### Cells by drive strength

Drawn at 4 px/um.
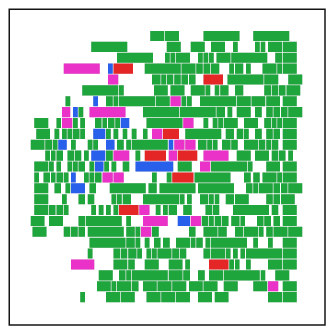
### Wiring heat map

Drawn at 4 px/um. The die is cut into 16 by 16 equal tiles; dark purple is low, yellow is high, scaled to the fullest tile. Values are wire area over tile area, all layers added.
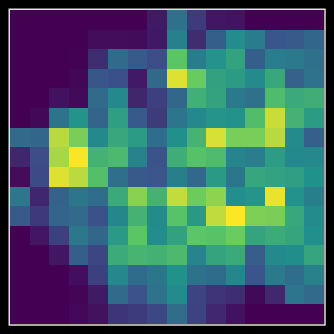
`config.mk`:
```
export PLATFORM = sky130hd
export DESIGN_NAME = vga_write_arbiter
export DESIGN_NICKNAME = d
export VERILOG_FILES = /design/src/rtl/vga_write_arbiter.sv
export SDC_FILE = /design/constraint.sdc
export NUM_CORES = 1
export LEC_CHECK = 0
export ABC_AREA = 1
export CAP_MARGIN = 20
export CORE_MARGIN = 5
export CORE_UTILIZATION = 41
export CTS_CLUSTER_DIAMETER = 200
export CTS_CLUSTER_SIZE = 16
export DETAILED_ROUTE_END_ITERATION = 7
export PLACE_DENSITY = 0.81
export REMOVE_ABC_BUFFERS = 1
export SLEW_MARGIN = 20
export SYNTH_ARGS = -nofsm -noshare
export SYNTH_HDL_FRONTEND = slang
export SYNTH_SLANG_ARGS = --single-unit
```
`constraint.sdc`:
```
create_clock -name clock -period 1.75 [get_ports clock]
set_input_delay 0.175 -clock clock [delete_from_list [all_inputs] [get_ports clock]]
set_output_delay 0.175 -clock clock [all_outputs]
set_load 0.02 [all_outputs]
```
`src/rtl/vga_write_arbiter.sv`:
```
// vga_write_arbiter: lock-on-grant VGA write-port arbiter with pixel register; watchdog via ARB_WATCHDOG_EN
module vga_write_arbiter #(
    parameter int NUM_REQ     = 3,
    parameter int ROUND_ROBIN = 1,
    parameter int WDOG_CYCLES = 262144
) (
    input  logic                 clock,
    input  logic                 resetn,
    input  logic [NUM_REQ-1:0]   req,
    input  logic [NUM_REQ-1:0]   plot_in,
    input  logic [9*NUM_REQ-1:0] x_in,
    input  logic [8*NUM_REQ-1:0] y_in,
    input  logic [3*NUM_REQ-1:0] color_in,
    output logic [NUM_REQ-1:0]   gnt,
    output logic                 busy,
    output logic [8:0]           vga_x,
    output logic [7:0]           vga_y,
    output logic [2:0]           vga_color,
    output logic                 vga_plot,
    output logic                 timeout
);
    localparam int OW = NUM_REQ > 1 ? $clog2(NUM_REQ) : 1;
    typedef enum logic [1:0] {IDLE, ACTIVE, RELEASE} state_t;
    state_t state, state_nx;
    logic [OW-1:0] owner, owner_nx, rr_ptr, rr_ptr_nx, win;
    logic [NUM_REQ-1:0] elig;
    logic [8:0] ox;
    logic [7:0] oy;
    logic [2:0] oc;
    logic found, pix_ok, revoke;
    int idx;
    assign ox = x_in[9*owner +: 9];
    assign oy = y_in[8*owner +: 8];
    assign oc = color_in[3*owner +: 3];
    assign pix_ok = state == ACTIVE && plot_in[owner] && ox <= 9'd319 && oy <= 8'd239;
    assign busy = state != IDLE;
`ifdef ARB_WATCHDOG_EN
    localparam int CW = $clog2(WDOG_CYCLES + 1);
    logic [CW-1:0] cnt;
    logic [NUM_REQ-1:0] mask;
    assign revoke = state == ACTIVE && req[owner] && cnt == CW'(WDOG_CYCLES - 1);
    assign elig = req & ~mask;
    // a revoked requester stays masked until it deasserts req for a cycle
    always_ff @(posedge clock or negedge resetn) begin
        if (!resetn) begin
            cnt  <= '0;
            mask <= '0;
        end else begin
            cnt  <= state == ACTIVE ? cnt + 1'b1 : '0;
            mask <= (mask & req) | (revoke ? NUM_REQ'(1) << owner : '0);
        end
    end
`else
    assign revoke = 1'b0;
    assign elig = req;
`endif
    // scan from highest offset down so the closest eligible index wins
    always_comb begin
        found = 1'b0;
        win = '0;
        idx = 0;
        for (int i = NUM_REQ - 1; i >= 0; i--) begin
            idx = ROUND_ROBIN != 0 ? (int'(rr_ptr) + i) % NUM_REQ : i;
            if (elig[idx]) begin
                found = 1'b1;
                win = OW'(idx);
            end
        end
    end
    always_comb begin
        state_nx = state;
        owner_nx = owner;
        rr_ptr_nx = rr_ptr;
        case (state)
            IDLE: if (found) begin
                state_nx = ACTIVE;
                owner_nx = win;
                rr_ptr_nx = win == OW'(NUM_REQ - 1) ? '0 : win + 1'b1;
            end
            ACTIVE: state_nx = (!req[owner] || revoke) ? RELEASE : ACTIVE;
            default: state_nx = IDLE;
        endcase
    end
    always_ff @(posedge clock or negedge resetn) begin
        if (!resetn) begin
            state     <= IDLE;
            owner     <= '0;
            rr_ptr    <= '0;
            gnt       <= '0;
            vga_x     <= '0;
            vga_y     <= '0;
            vga_color <= '0;
            vga_plot  <= 1'b0;
            timeout   <= 1'b0;
        end else begin
            state    <= state_nx;
            owner    <= owner_nx;
            rr_ptr   <= rr_ptr_nx;
            gnt      <= state_nx == ACTIVE ? NUM_REQ'(1) << owner_nx : '0;
            vga_plot <= pix_ok;
            timeout  <= revoke;
            if (pix_ok) begin
                vga_x     <= ox;
                vga_y     <= oy;
                vga_color <= oc;
            end
        end
    end
endmodule

```
==> impl_metrics.csv <==
group,metric,value,unit
power,power.density,1720,nW/um2
clocking,clockRootBuffer,"clkbuf_8",
logic_synthesis,yosysWarnings,0,
final_timing,finalSetupViolations,0,
setup_path,path_buffers,2,
logic_synthesis,ff_type,"dfrtp_1",
logic_synthesis,synthTopLogicFamily,"simple AND/OR/NAND/NOR gates",
power,internal_power,2760,uW
global_route,grt_pass1_wl,10500,um
logic_synthesis,top_cells_by_count,"67 x nand2_1, 36 x o21ai_0, 34 x nand3_1, 33 x nor2_1, 30 x dfrtp_1",
final_layout,layout.cells.non_filler,433,
logic_synthesis,synth-edff-count,0,
global_route,grt_use_met1,0.267,
final_layout,syn2layout_area_growth,61.8,%
global_route,grt.busiest_layer,"met2",
logic_synthesis,yosysChipArea,1930,um2
logic_synthesis,yosys.area.top_type,"dfrtp_1",
clocking,clk_pin_slew,0.06,ns
power,switching_share,0.486,
run,warnings,27,
logic_synthesis,mux_share,0,
power,p_comb,3690,uW
placed_design,gp_congestion,0.939,
setup_path,crit_chain,"buf_4 -> ha_4 -> inv_4 -> nand2_1 -> nand3_1 -> nand2_1 -> nor2_1 -> nand2_1 -> nand2_2 -> nor2_2 -> nor2_1 -> nor2_1",
power,seq-power,1180,uW
power,switchingPower,2610,uW
final_timing,fin_worst_skew,0.00415,ns
global_route,antenna_found_initial,0,
setup_path,cp.depth,12,
setup_path,critical_path.startpoint,"rr_ptr[0]$_DFFE_PN0P_",
die,num_rows,25,
logic_synthesis,async_flop_share,1.00,
setup_path,cp_data_required_time,1.92,ns
clocking,cts_max_level,2,
global_route,grt_pass1_vias,2164,
final_layout,postLayoutCellArea,3120,um2
final_layout,diodes,0,
power,powerClk,512,uW
final_layout,utilization,0.674,
setup_path,crit_path_end,"gnt[0]$_DFF_PN0_",
logic_synthesis,postSynthSeqShare,0.389,
detailed_routing,drtIter0Drc,192,
global_route,met2_usage,0.368,
setup_path,critPathLaunchType,"flop",
final_timing,period_used_share,0.976,
clocking,cts.sinks,30,
logic_synthesis,yosys.area_share.aoi,0.137,
power,power-top-group,"combinational cells",
placed_design,postPlaceCellArea,2910,um2
clocking,clock.latency.late_pin,0.28,ns
logic_synthesis,synthAdderAreaFrac,0.0130,
die,fp_util,0.416,
setup_path,end_kind,"flop",
final_layout,lay_top_count,"clkdlybuf4s50_1",
clocking,cts_hold_buf,0,
placed_design,io_buffers,92,
setup_path,r2r-end,"gnt[0]$_DFF_PN0_",
logic_synthesis,topCellsByArea,"dfrtp_1 39%, nand2_1 13%, o21ai_0 9.3%",
setup_path,slowest_delay,0.39,ns
final_timing,rsz0062_at_grt,"yes",
die,core-area,4630,um2
power,pwr-share-comb,0.686,
setup_path,critPathTopFamily,"simple AND/OR/NAND/NOR gates",
setup_path,path_class,"flop to flop",
final_timing,finalMaxSlewViolations,0,
power,max-vdd-ir-drop,1.12,mV
final_layout,drive_gt1_frac,0.116,
setup_path,cp_slowest_cell,"dfrtp_1",
die,die_w,78.6,um
detailed_routing,vias_per_cell,5.50,
setup_path,worst-endpoint-arrival,1.88,ns
final_timing,clock.fmax,0.586,GHz
logic_synthesis,synthSimpleGateAreaFrac,0.360,
run,maxCapViolCount,0,
setup_path,reg2reg_depth,12,
setup_path,reg2reg_from,"rr_ptr[0]$_DFFE_PN0P_",
logic_synthesis,netlist_area,1930,um2
global_route,grt-ovfl-total,0,
placed_design,dp.cells,422,
clocking,cts_resized,7,
die,io_pins,94,
final_timing,hold_viol_final,0,
logic_synthesis,synth_top_cell_by_count,"nand2_1",
clocking,cts_buffers,5,
placed_design,dpl.hpwl,4790,um
final_timing,worst_slack,0.0425,ns
detailed_routing,dr.pass1.iters,5,
clocking,post_cts_buffers,2,
worst_hold_path,hp-class,"primary input to async pin",
final_layout,layout_top_cells,"92 x clkdlybuf4s50_1, 65 x nand2_1, 34 x o21ai_0, 32 x nand3_1, 31 x nor2_1",
detailed_routing,vias,2381,
setup_path,cp_max_fo,7,
detailed_routing,ant_nets,0,
logic_synthesis,synth_stat.cells,281,
die,dieHeight,78.6,um
placed_design,dp_slack,-0.118,ns
clocking,cts_tree,"built",
logic_synthesis,top_cell_area_share,0.389,
final_timing,holdWs,0.283,ns
clocking,cts_buffer_depth,2,
logic_synthesis,ys_types,20,
power,cellLeakagePower,0.00143,uW
power,power_frac_seq,0.219,
global_route,track_usage,0.216,
final_layout,nFillCells,409,
logic_synthesis,synth_flop_count,30,
logic_synthesis,synth_cells,281,
logic_synthesis,syn_area_per_cell,6.86,um2
logic_synthesis,xor_area_frac,0,
setup_path,r2r_setup_slack,0.04,ns
final_timing,fin_crit,1.71,ns
final_layout,layout.nets,449,
global_route,use_met3,0.0596,
status,status,"completed",
die,die-area,6170,um2
detailed_routing,drc,0,
detailed_routing,drt-total-wl,6720,um
power,clock_power_share,0.095,
global_route,grt_max_degree,31,
detailed_routing,wl_per_cell,15.5,um
Notes on 'Cells by drive strength' above:
x2: shown in blue, cells 14, share 3.7%, most used inv_2. x1 and smaller: shown in green, cells 335, share 88%, most used clkdlybuf4s50_1. x6 and larger: shown in red, cells 8, share 2.1%, most used clkbuf_8. x3 and x4: shown in magenta, cells 22, share 5.8%, most used buf_4.

Notes on 'Wiring heat map' above:
The mean over all tiles is 0.18. The fullest tile reaches 0.50. 17% of the tiles are nearly empty. The emptiest ninth of the die: upper left.

[metrics by stage]
step	power, uW	TNS, ns
4_1_cts	5140	0
2_1_floorplan	3050	-20.18
6_report	5380	0
3_3_place_gp	4360	-0.216
3_5_place_dp	4440	-1.96
5_1_grt	5810	-0.330
[layer usage]
metal / wire [um] / vias up
met5: 0 / -
met4: 67 / 0
met3: 730 / 8
met2: 3210 / 122
met1: 2710 / 1110
li1: - / 1141
[state kept, by name, summed over array words and instances (netlist names)]
register / count
gnt: 3
vga_plot: 1
rr_ptr: 2
owner: 2
vga_color: 3
vga_x: 9
vga_y: 8
state: 2
[final cells by class]
class	count	area [um2]	share of cell area
multi-input combinational	213	1080	0.345
timing repair buffer	109	1070	0.342
sequential	30	752	0.241
inverter	20	80.1	0.0257
clock buffer	7	76.3	0.0245
tap	54	67.6	0.0217
Power figures rest on the tool's default switching activity, not on a simulated workload.
